Fig. 1: routing congestion
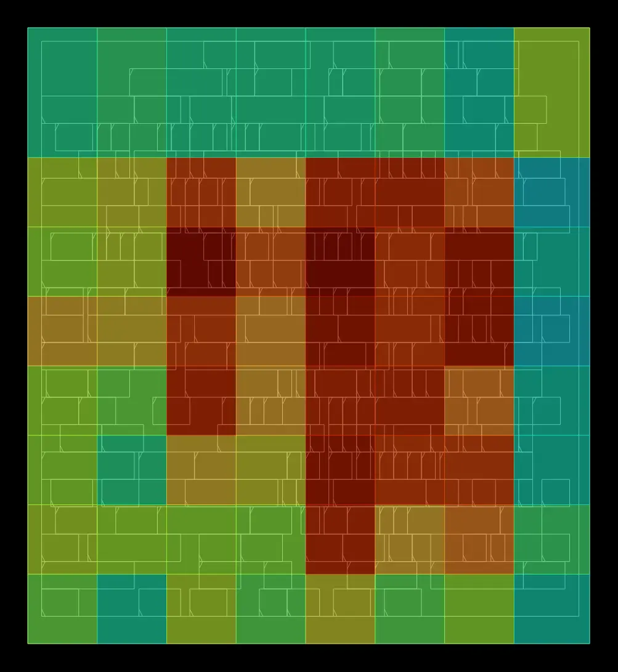
Fig. 2: I/O nets highlighted
Bar = 20 um.
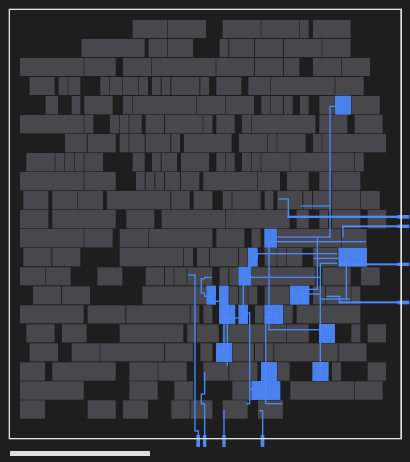
Fig. 3: met1 routing
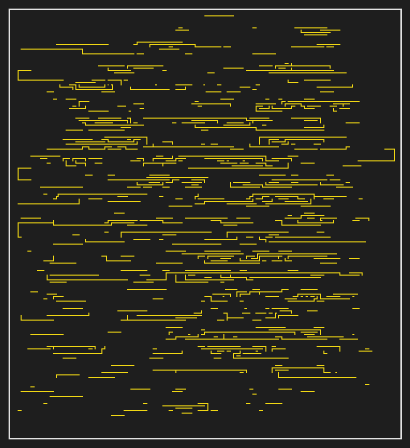
Fig. 4: clock network drawn from the DEF
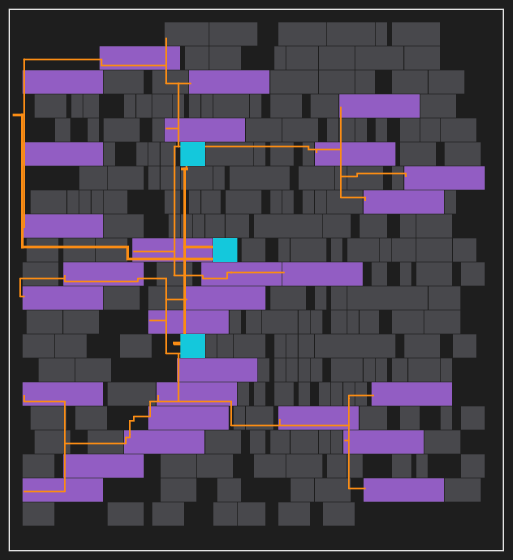
Fig. 5: sequential cells coloured by netlist name
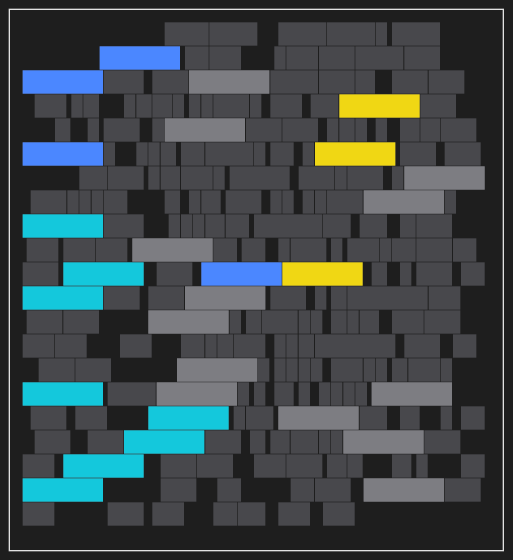
**config.mk**
```make
export PLATFORM = sky130hd
export DESIGN_NAME = bus_xfer_ctrl
export DESIGN_NICKNAME = d
export VERILOG_FILES = /design/src/rtl/bus_xfer_ctrl.sv
export SDC_FILE = /design/constraint.sdc
export NUM_CORES = 1
export LEC_CHECK = 0
export ABC_AREA = 1
export CORE_ASPECT_RATIO = 1.1
export CORE_UTILIZATION = 44
export DETAILED_ROUTE_END_ITERATION = 6
export GPL_TIMING_DRIVEN = 0
export PLACE_DENSITY = 0.86
export SETUP_SLACK_MARGIN = 0.3
export SLEW_MARGIN = 20
export SYNTH_ARGS = -nofsm -noshare
export SYNTH_HDL_FRONTEND = slang
export SYNTH_SLANG_ARGS = --single-unit
```
**constraint.sdc**
```tcl
create_clock -name clk -period 1.7 [get_ports clk]
set_input_delay 0.255 -clock clk [delete_from_list [all_inputs] [get_ports clk]]
set_output_delay 0.255 -clock clk [all_outputs]
set_load 0.05 [all_outputs]
```
**src/rtl/bus_xfer_ctrl.sv**
```systemverilog
`default_nettype none
// ============================================================================
// Module   : bus_xfer_ctrl
// Purpose  : Sequences one register-to-register move on the shared data bus:
//            enable one source, settle, strobe destination loads, capture.
// Revision : 1.0
// ============================================================================
module bus_xfer_ctrl #(
    parameter int N_REG  = 8,
    parameter int W      = 8,
    parameter int SETTLE = 1,
    parameter int SW     = $clog2(N_REG)
) (
    input  logic             clk,
    input  logic             rst_n,
    input  logic             req_valid,
    output logic             req_ready,
    input  logic [SW-1:0]    req_src,
    input  logic [N_REG-1:0] req_dst,
    input  logic [W-1:0]     bus_in,
    output logic [N_REG-1:0] output_enable,
    output logic [N_REG-1:0] load,
    output logic             done,
    output logic             error,
    output logic [W-1:0]     done_data
);

    typedef enum logic [1:0] {
        S_IDLE  = 2'd0,
        S_DRIVE = 2'd1,
        S_LATCH = 2'd2
    } state_t;

    localparam logic [3:0] C_SETTLE_LOAD = 4'(SETTLE - 1);

    state_t           r_state;
    state_t           w_state_next;
    logic [3:0]       r_cnt;
    logic [3:0]       w_cnt_next;
    logic [SW-1:0]    r_src;
    logic [N_REG-1:0] r_dst;
    logic             r_done;
    logic             r_err;
    logic             w_done_next;
    logic             w_err_next;
    logic [W-1:0]     r_data;
    logic             r_alive;

    logic             w_accept;
    logic             w_src_ok;
    logic             w_self;
    logic             w_legal;
    logic [2**SW-1:0] w_dst_pad;

    // Index range of req_src may exceed N_REG when N_REG is not a power of two
    generate
        if (2**SW == N_REG) begin : g_src_full
            assign w_src_ok = 1'b1;
        end else begin : g_src_cmp
            assign w_src_ok = (req_src < SW'(N_REG));
        end
    endgenerate

    assign w_dst_pad = (2**SW)'(req_dst);
    assign w_self    = w_dst_pad[req_src];
    assign w_legal   = w_src_ok && (|req_dst) && !w_self;

    assign req_ready = r_alive && (r_state == S_IDLE);
    assign w_accept  = req_valid && req_ready;

    always_ff @(posedge clk or negedge rst_n) begin
        if (!rst_n) begin
            r_state <= S_IDLE;
            r_cnt   <= 4'd0;
            r_src   <= '0;
            r_dst   <= '0;
            r_done  <= 1'b0;
            r_err   <= 1'b0;
            r_data  <= '0;
            r_alive <= 1'b0;
        end else begin
            r_alive <= 1'b1;
            r_state <= w_state_next;
            r_cnt   <= w_cnt_next;
            r_done  <= w_done_next;
            r_err   <= w_err_next;
            if (w_accept) begin
                r_src <= req_src;
                r_dst <= req_dst;
            end
            if (r_state == S_LATCH) begin
                r_data <= bus_in;
            end
        end
    end

    always_comb begin
        w_state_next = r_state;
        w_cnt_next   = r_cnt;
        w_done_next  = 1'b0;
        w_err_next   = 1'b0;
        case (r_state)
            S_IDLE: begin
                if (w_accept) begin
                    if (!w_legal) begin
                        w_done_next = 1'b1;
                        w_err_next  = 1'b1;
                    end else if (SETTLE == 0) begin
                        w_state_next = S_LATCH;
                    end else begin
                        w_state_next = S_DRIVE;
                        w_cnt_next   = C_SETTLE_LOAD;
                    end
                end
            end
            S_DRIVE: begin
                if (r_cnt == 4'd0) begin
                    w_state_next = S_LATCH;
                end else begin
                    w_cnt_next = r_cnt - 4'd1;
                end
            end
            S_LATCH: begin
                w_state_next = S_IDLE;
                w_done_next  = 1'b1;
            end
            default: begin
                w_state_next = S_IDLE;
            end
        endcase
    end

    // Strobes depend only on registered state, so reset removes them at once
    always_comb begin
        output_enable = '0;
        load          = '0;
        for (int i = 0; i < N_REG; i++) begin
            output_enable[i] = (r_state != S_IDLE) && (r_src == SW'(i));
        end
        if (r_state == S_LATCH) begin
            load = r_dst;
        end
    end

    assign done      = r_done;
    assign error     = r_err;
    assign done_data = r_data;

endmodule
`default_nettype wire
```
==> impl_metrics.csv <==
group,metric,value,unit
synth,syn-cell-area,0.00140,mm2
synth,syn_avg_cell_area,8.24,um2
synth,synthArstFlopShare,1.00,
worst_setup_path,cp.arrival,1540,ps
sta,setup_viol,13,
place,placed_cells,252,
routing,first_pass_iters,4,
synth,ys_ff,28,
sta,report.final.hold_viol_count,0,
routing,via_per_inst,5.26,
global_routing,grt.overflow.total,0,
outcome,status,"finished, violations left",
place,place_area,0.00201,mm2
sta,fin_ws,-93.6,ps
synth,synth_seq_share,0.500,
cells_and_area,instances_no_fill,269,
worst_setup_path,reg2reg_depth,9,
sta,finalClockPeriodUsage,1.06,
cells_and_area,area_growth,69.8,%
synth,adder_share,0.0179,
outcome,violations,"negative setup slack",
synth,ys_warn_count,0,
## Picture notes: Fig. 1
met2 Use GR: 0.394
busiest grt layer: met2
met3 Usage GRT: 0.0483

## Picture notes: Fig. 2
blue -> req_dst  # direction input, edge 4 bottom, 4 right, end cells 18, wire 296 um
Top-Level Pins: 49
PortBufs: 48

## Picture notes: Fig. 3
main direction = horizontal
longest straight run = 24.8 um
global-route met1 utilization: 0.223
final wirelength: 4240 um
total number of vias: 1415

## Picture notes: Fig. 4
purple -> flip-flops  # count 28
cyan -> clock drivers  # count 3
orange -> clock wires  # length 316 um
flops lie = widely spread
routed clock nets = 4
Clock net power: 0.330 mW
clock share of power: 0.076
skew final: 3.79 ps

## Picture notes: Fig. 5
cyan -> done_data  # sequential cells 8
yellow -> r_src  # sequential cells 3
blue -> r_cnt  # sequential cells 4, where top left
fraction of area in registers: 0.294
Seq group: 1.15 mW
register area: 701 um2

timing repair:
| action | in CTS | in global routing |
|---|---|---|
| cloned | 0 | 2 |
| setup endpoints to repair | 30 | 36 |
| pin swaps | 6 | 4 |
| gates resized | 179 | 33 |
| endpoints found under the hold margin | 28 | 0 |
| buffers inserted | 4 | 6 |
| hold buffers | 1 | 0 |
worst max path at each step:
stage                     from               end  slack (ps)  cells after the start
detailed placement  r_state[0]           load[2]        -390                      5
CTS                 r_state[0]           load[2]         -60                      5
finish              r_state[1]  output_enable[1]         -90                      6
floorplan           r_state[1]  output_enable[4]         180                      4
global placement    r_state[0]           load[2]        -370                      5
global route        r_state[1]  output_enable[1]        -160                      6
per-layer routing:
layer,up-vias,GRT usage,part of all wire
met1,684,0.223,0.36
met5,-,0,0
met3,21,0.0483,0.070
met2,61,0.394,0.53
li1,649,-,-
met4,0,0.105,0.040
final cells by class:
| type | count | area share |
|---|---|---|
| Clock buffer | 4 | 0.0152 |
| Tap cell | 34 | 0.0179 |
| Timing Repair Buffer | 61 | 0.272 |
| Buffer | 3 | 0.0189 |
| Sequential cell | 28 | 0.294 |
| Multi-Input combinational cell | 108 | 0.333 |
| Inverter | 31 | 0.0489 |
where the power goes:
group | internal (mW) | switching [mW] | total (mW)
Clock | 0.131 | 0.199 | 0.330
Combinational | 1.07 | 1.77 | 2.84
Sequential | 0.965 | 0.186 | 1.15
kinds of logic (layout without fill, tap and decap cells):
family,count (synthesis),count (layout)
other,1,1
DFF,28,28
muxes,8,8
AOI/OAI and AO/OA,12,12
adders and majority gates,2,2
xor gates and xnor gates,1,1
and+or+nand+nor,84,84
buffers and inverters,34,99
flip-flops by register name, indices dropped and copies added (netlist names):
signal / cells
done_data: 8
r_dst: 8
r_cnt: 4
r_src: 3
r_state: 2
done: 1
error: 1
r_alive: 1
through the flow:
stage,hold slack (ps),setup WS [ps],power (mW)
2_1_floorplan,-40.6,183,2.72
3_3_place_gp,486,-368,3.30
3_5_place_dp,302,-390,3.35
4_1_cts,465,-63.3,3.93
5_1_grt,494,-162,4.54
6_report,445,-93.6,4.32
layout by cell type, fill, tap and decap left out, types with 6 or more instances in the layout:
cell and count:
dfrtp_1 28, nand2_4 6, nand2_2 10, o21ai_2 6, clkdlybuf4s15_2 9, nand3_1 7
nor2_1 6, inv_1 24, buf_8 8, nor2_4 17, inv_2 7, clkdlybuf4s50_1 20
nand2_1 28, buf_6 8, mux2_2 8, buf_4 14
Power figures rest on the tool's default switching activity, not on a simulated workload.
